**Register map, names as in the netlist**

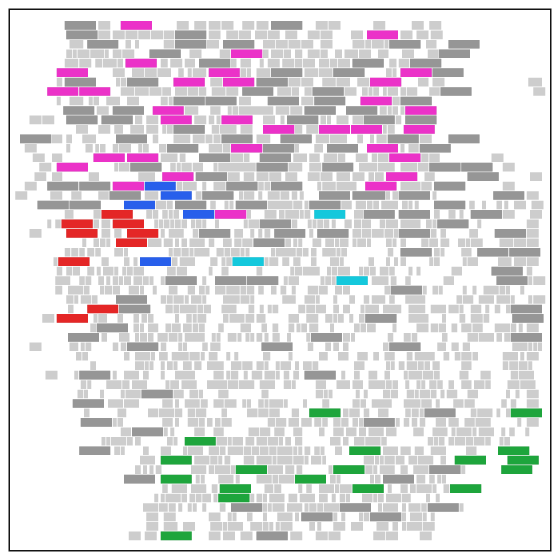
**Congestion heat map**

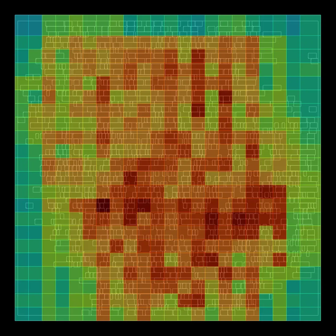
**Met2 routing**

Cells faint in the background.
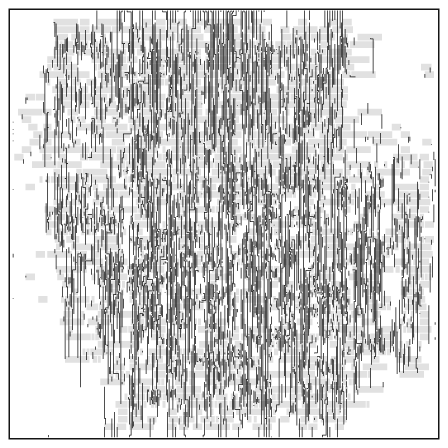
--- config.mk ---
export PLATFORM = sky130hd
export DESIGN_NAME = pixel_gap_filling
export DESIGN_NICKNAME = d
export VERILOG_FILES = /design/src/rtl/pixel_gap_filling.sv
export SDC_FILE = /design/constraint.sdc
export NUM_CORES = 1
export LEC_CHECK = 0
export CAP_MARGIN = 20
export CORE_MARGIN = 1
export CORE_UTILIZATION = 50
export CTS_BUF_LIST = sky130_fd_sc_hd__clkbuf_4 sky130_fd_sc_hd__clkbuf_8
export DETAILED_ROUTE_END_ITERATION = 12
export PLACE_DENSITY = 0.83
export SYNTH_ARGS = -nofsm -noshare
export SYNTH_HDL_FRONTEND = slang
export SYNTH_SLANG_ARGS = --single-unit
--- constraint.sdc ---
create_clock -name clk_div_by_two -period 10.45 [get_ports clk_div_by_two]
set_input_delay 2.09 -clock clk_div_by_two [delete_from_list [all_inputs] [get_ports clk_div_by_two]]
set_output_delay 2.09 -clock clk_div_by_two [all_outputs]
set_load 0.005 [all_outputs]
--- src/rtl/pixel_gap_filling.sv ---
// In-place gap filler: a pixel becomes FILL_VALUE when marked pixels lie within
// GAP positions on both sides of it along the selected axis (X in-row, or Y).
module pixel_gap_filling #(
  parameter int DATA_WIDTH  = 32,
  parameter int ADDR_WIDTH  = 18,
  parameter int IMAGE_WIDTH = 320,
  parameter int GAP         = 1,
  parameter int FILL_VALUE  = 1
) (
  input  logic                  clk_div_by_two,
  input  logic                  reset,
  input  logic                  pause,
  input  logic                  enable_pixel_gap_filling,
  input  logic                  axis_y,
  input  logic [ADDR_WIDTH-1:0] start_address,
  input  logic [ADDR_WIDTH-1:0] end_address,
  input  logic [DATA_WIDTH-1:0] data_read,
  output logic                  wren,
  output logic [DATA_WIDTH-1:0] data_write,
  output logic [ADDR_WIDTH-1:0] address,
  output logic                  pixel_gap_filling_done
);

  localparam int NUM_ISSUE = 2 * GAP + 1;
  localparam int IDX_W     = 5;
  localparam int COL_W     = $clog2(IMAGE_WIDTH + 8);
  localparam int AW1       = ADDR_WIDTH + 1;
  localparam logic [DATA_WIDTH-1:0] FILL_WORD   = DATA_WIDTH'(FILL_VALUE);
  localparam logic [COL_W-1:0]      COL_LAST    = COL_W'(IMAGE_WIDTH - 1);
  localparam logic [COL_W-1:0]      COL_WIDTH   = COL_W'(IMAGE_WIDTH);
  localparam logic [IDX_W-1:0]      IDX_COLLECT = IDX_W'(2 * GAP + 1);

  typedef enum logic [2:0] {S_IDLE, S_INIT, S_READ, S_WRITE, S_DONE} state_t;

  state_t                r_state;
  logic                  r_axis_y;
  logic [ADDR_WIDTH-1:0] r_start;
  logic [ADDR_WIDTH-1:0] r_end;
  logic [ADDR_WIDTH-1:0] r_p;
  logic [COL_W-1:0]      r_col;
  logic [IDX_W-1:0]      r_idx;
  logic [DATA_WIDTH-1:0] r_center;
  logic                  r_neg_hit;
  logic                  r_pos_hit;
  logic                  r_pause_d;
  logic [DATA_WIDTH-1:0] r_hold_data;

  logic [ADDR_WIDTH-1:0] w_issue_addr  [NUM_ISSUE];
  logic                  w_issue_valid [NUM_ISSUE];

  // Issue j: 0 = centre, 1..GAP = negative side, GAP+1..2*GAP = positive side.
  generate
    for (genvar gi = 0; gi < NUM_ISSUE; gi++) begin : g_issue
      if (gi == 0) begin : g_center
        assign w_issue_addr[gi]  = r_p;
        assign w_issue_valid[gi] = 1'b1;
      end else begin : g_side
        localparam int K = (gi <= GAP) ? gi : gi - GAP;
        localparam logic [AW1-1:0]   OFF_X = AW1'(K);
        localparam logic [AW1-1:0]   OFF_Y = AW1'(K * IMAGE_WIDTH);
        localparam logic [COL_W-1:0] K_COL = COL_W'(K);
        logic [AW1-1:0] w_off;
        assign w_off = r_axis_y ? OFF_Y : OFF_X;
        if (gi <= GAP) begin : g_neg
          logic [ADDR_WIDTH-1:0] w_diff;
          assign w_diff            = r_p - w_off[ADDR_WIDTH-1:0];
          assign w_issue_addr[gi]  = w_diff;
          assign w_issue_valid[gi] = ({1'b0, r_p} >= w_off) && (w_diff >= r_start)
                                     && (r_axis_y || (r_col >= K_COL));
        end else begin : g_pos
          logic [AW1-1:0] w_sum;
          assign w_sum             = {1'b0, r_p} + w_off;
          assign w_issue_addr[gi]  = w_sum[ADDR_WIDTH-1:0];
          assign w_issue_valid[gi] = !w_sum[ADDR_WIDTH] && (w_sum[ADDR_WIDTH-1:0] <= r_end)
                                     && (r_axis_y || ((r_col + K_COL) < COL_WIDTH));
        end
      end
    end
  endgenerate

  // Address to issue next (r_idx+1) and attributes of the data arriving now (r_idx-1).
  logic [ADDR_WIDTH-1:0] w_next_addr;
  logic                  w_cap_valid;
  logic                  w_cap_center;
  logic                  w_cap_neg;
  logic                  w_cap_pos;

  always_comb begin
    w_next_addr  = r_p;
    w_cap_valid  = 1'b0;
    w_cap_center = 1'b0;
    w_cap_neg    = 1'b0;
    w_cap_pos    = 1'b0;
    for (int j = 0; j < NUM_ISSUE; j++) begin
      if (r_idx + IDX_W'(1) == IDX_W'(j)) w_next_addr = w_issue_addr[j];
      if (r_idx == IDX_W'(j + 1)) begin
        w_cap_valid  = w_issue_valid[j];
        w_cap_center = (j == 0);
        w_cap_neg    = (j >= 1) && (j <= GAP);
        w_cap_pos    = (j > GAP);
      end
    end
  end

  // The SRAM keeps advancing while we are frozen, so the word that was due at the
  // first paused edge is parked and consumed on the first edge after resuming.
  logic [DATA_WIDTH-1:0] w_data;
  logic                  w_marked;
  logic                  w_neg_hit;
  logic                  w_pos_hit;
  logic [DATA_WIDTH-1:0] w_fill_word;

  assign w_data      = r_pause_d ? r_hold_data : data_read;
  assign w_marked    = (w_data == FILL_WORD);
  assign w_neg_hit   = r_neg_hit | (w_cap_neg & w_cap_valid & w_marked);
  assign w_pos_hit   = r_pos_hit | (w_cap_pos & w_cap_valid & w_marked);
  assign w_fill_word = ((r_center == FILL_WORD) || (w_neg_hit && w_pos_hit)) ? FILL_WORD : r_center;

  always_ff @(posedge clk_div_by_two or posedge reset) begin
    if (reset) begin
      r_state                <= S_IDLE;
      r_axis_y               <= 1'b0;
      r_start                <= '0;
      r_end                  <= '0;
      r_p                    <= '0;
      r_col                  <= '0;
      r_idx                  <= '0;
      r_center               <= '0;
      r_neg_hit              <= 1'b0;
      r_pos_hit              <= 1'b0;
      r_pause_d              <= 1'b0;
      r_hold_data            <= '0;
      wren                   <= 1'b0;
      data_write             <= '0;
      address                <= '0;
      pixel_gap_filling_done <= 1'b0;
    end else begin
      r_pause_d <= pause;
      if (pause && !r_pause_d) r_hold_data <= data_read;
      if (!pause) begin
        if (!enable_pixel_gap_filling) begin
          r_state                <= S_IDLE;
          r_idx                  <= '0;
          wren                   <= 1'b0;
          data_write             <= '0;
          address                <= '0;
          pixel_gap_filling_done <= 1'b0;
        end else begin
          unique case (r_state)
            S_IDLE: begin
              r_state                <= S_INIT;
              wren                   <= 1'b0;
              pixel_gap_filling_done <= 1'b0;
            end
            S_INIT: begin
              r_axis_y  <= axis_y;
              r_start   <= start_address;
              r_end     <= end_address;
              r_p       <= start_address;
              r_col     <= '0;
              r_idx     <= '0;
              r_neg_hit <= 1'b0;
              r_pos_hit <= 1'b0;
              wren      <= 1'b0;
              if (end_address < start_address) begin
                r_state                <= S_DONE;
                pixel_gap_filling_done <= 1'b1;
              end else begin
                r_state <= S_READ;
                address <= start_address;
              end
            end
            S_READ: begin
              if (w_cap_center) r_center <= w_data;
              r_neg_hit <= w_neg_hit;
              r_pos_hit <= w_pos_hit;
              if (r_idx == IDX_COLLECT) begin
                r_state    <= S_WRITE;
                wren       <= 1'b1;
                address    <= r_p;
                data_write <= w_fill_word;
              end else begin
                r_idx   <= r_idx + IDX_W'(1);
                address <= w_next_addr;
              end
            end
            S_WRITE: begin
              wren      <= 1'b0;
              r_idx     <= '0;
              r_neg_hit <= 1'b0;
              r_pos_hit <= 1'b0;
              if (r_p == r_end) begin
                r_state                <= S_DONE;
                pixel_gap_filling_done <= 1'b1;
              end else begin
                r_state <= S_READ;
                r_p     <= r_p + ADDR_WIDTH'(1);
                address <= r_p + ADDR_WIDTH'(1);
                r_col   <= (r_col == COL_LAST) ? '0 : r_col + COL_W'(1);
              end
            end
            S_DONE: begin
              wren                   <= 1'b0;
              pixel_gap_filling_done <= 1'b1;
            end
            default: r_state <= S_IDLE;
          endcase
        end
      end
    end
  end

endmodule

==> impl_metrics.py <==
# Flow results
metrics = {
    "logic_synthesis": {
        "yosys.cell_types.count": 74,
        "top_cells_by_count": "dfrtp_1, nand2_1, o21ai_0",
        "synthArstFlopShare": 1.000,
        "ys_dominant_reg_cell": "dfrtp_1",
    },
    "finish": {
        "layout.filler_cells": 1955,
        "final_cell_mix": "dfrtp_1, nand2_1, clkdlybuf4s50_1, o21ai_0",
    },
    "outcome": {
        "status": "finished clean",
    },
    "floorplanning": {
        "dieHeight_um": 155.4,
        "die.size.x_um": 155.4,
    },
    "global_routing": {
        "grt_antenna_before_repair": 0,
        "grt_start_max_net_pins": 127,
    },
    "critical_path": {
        "critical_path_arrival_ns": 5.39,
        "library_cell_appearing_most_often_on_the_critical_path": "ha_1",
    },
    "final_timing": {
        "final-max-slew-violation-count": 0,
        "finalCritPeriodShare": 0.4764,
    },
    "drt": {
        "detail_route.drc_violations": 0,
        "dr_wl_met2_um": 15860,
        "finalWirelength_um": 34730,
        "met1_length_um": 15050,
    },
    "pwr": {
        "leakagePower_nw": 5.903,
    },
}
-- 'register map, names as in the netlist' (at the start) --
Key: magenta = r_center [flops 32]; red = r_col [flops 9, where west]; cyan = r_state [flops 3]; blue = r_idx [flops 5]; green = r_end [flops 18]
Another 124 sequential cells are not coloured.

-- 'congestion heat map' (at the start) --
Final Core Density: 0.5996
average detailed-routed wire length per instance: 20.30 µm
Global Route met3 Usage: 0.04485
Overall Global Routing Usage: 0.2922
global routing's busiest layer: met2

-- 'met2 routing' (at the start) --
The layer carries 15900 µm of wire. The longest straight run is 57.6 µm. The wires run mostly vertical. The layer holds 46% of the routed length. 1295 nets have wire on it.

[registers in the layout (all words and copies together) (netlist names)]
signal,flops
wren,1
address,18
data_write,32
r_axis_y,1
r_p,18
r_start,18
r_end,18
r_idx,5
r_center,32
r_col,9
r_state,3
r_hold_data,32
r_neg_hit,1
r_pause_d,1
pixel_gap_filling_done,1
r_pos_hit,1
[area by class of cell]
cell class                 count  area, µm²  area share
timing repair buffer         140       1396      0.1019
inverter                      84      322.8     0.02356
tap                          313      391.6     0.02859
clock inverter                15      227.7     0.01662
multi-input combinational    951       6346      0.4632
sequential                   191       4781      0.3490
clock buffer                  17      234.0     0.01708
[per-stage QoR]
stage	total power [mW]	setup slack, ns	hold WS [ns]
3_3_place_gp	2.706	5.171	0.4660
6_report	3.349	5.472	0.4995
4_1_cts	3.306	5.530	0.5050
3_5_place_dp	2.753	5.045	0.4786
5_1_grt	3.575	5.220	0.5149
2_1_floorplan	2.255	3.161	0.4726
[kinds of logic (layout without fill, tap and decap cells)]
group / Yosys count / count (layout) / synth area share
mux: 71 / 71 / 0.06445
flops: 191 / 191 / 0.4063
buf+inv: 163 / 256 / 0.05584
fa+ha+maj: 68 / 68 / 0.07233
xor+xnor: 57 / 57 / 0.04244
simple gates: 386 / 386 / 0.1598
compound gates: 369 / 369 / 0.1989
[worst max-delay path: cells and delay by family, from the launching register on]
family	cells	cell delay (ns)
and+or+nand+nor	6	1.82
buffers and inverters	2	0.64
xor gates and xnor gates	1	0.14
DFF	1	0.45
adders and majority gates	2	0.66
AOI/OAI and AO/OA	6	1.18
[power breakdown]
group	total (mW)	leakage (nW)	internal [mW]	switching [mW]
clock	0.550	0.226	0.215	0.334
combinational	1.57	3.22	0.659	0.915
sequential	1.22	2.46	0.937	0.288
Power and IR drop assume default switching activity.
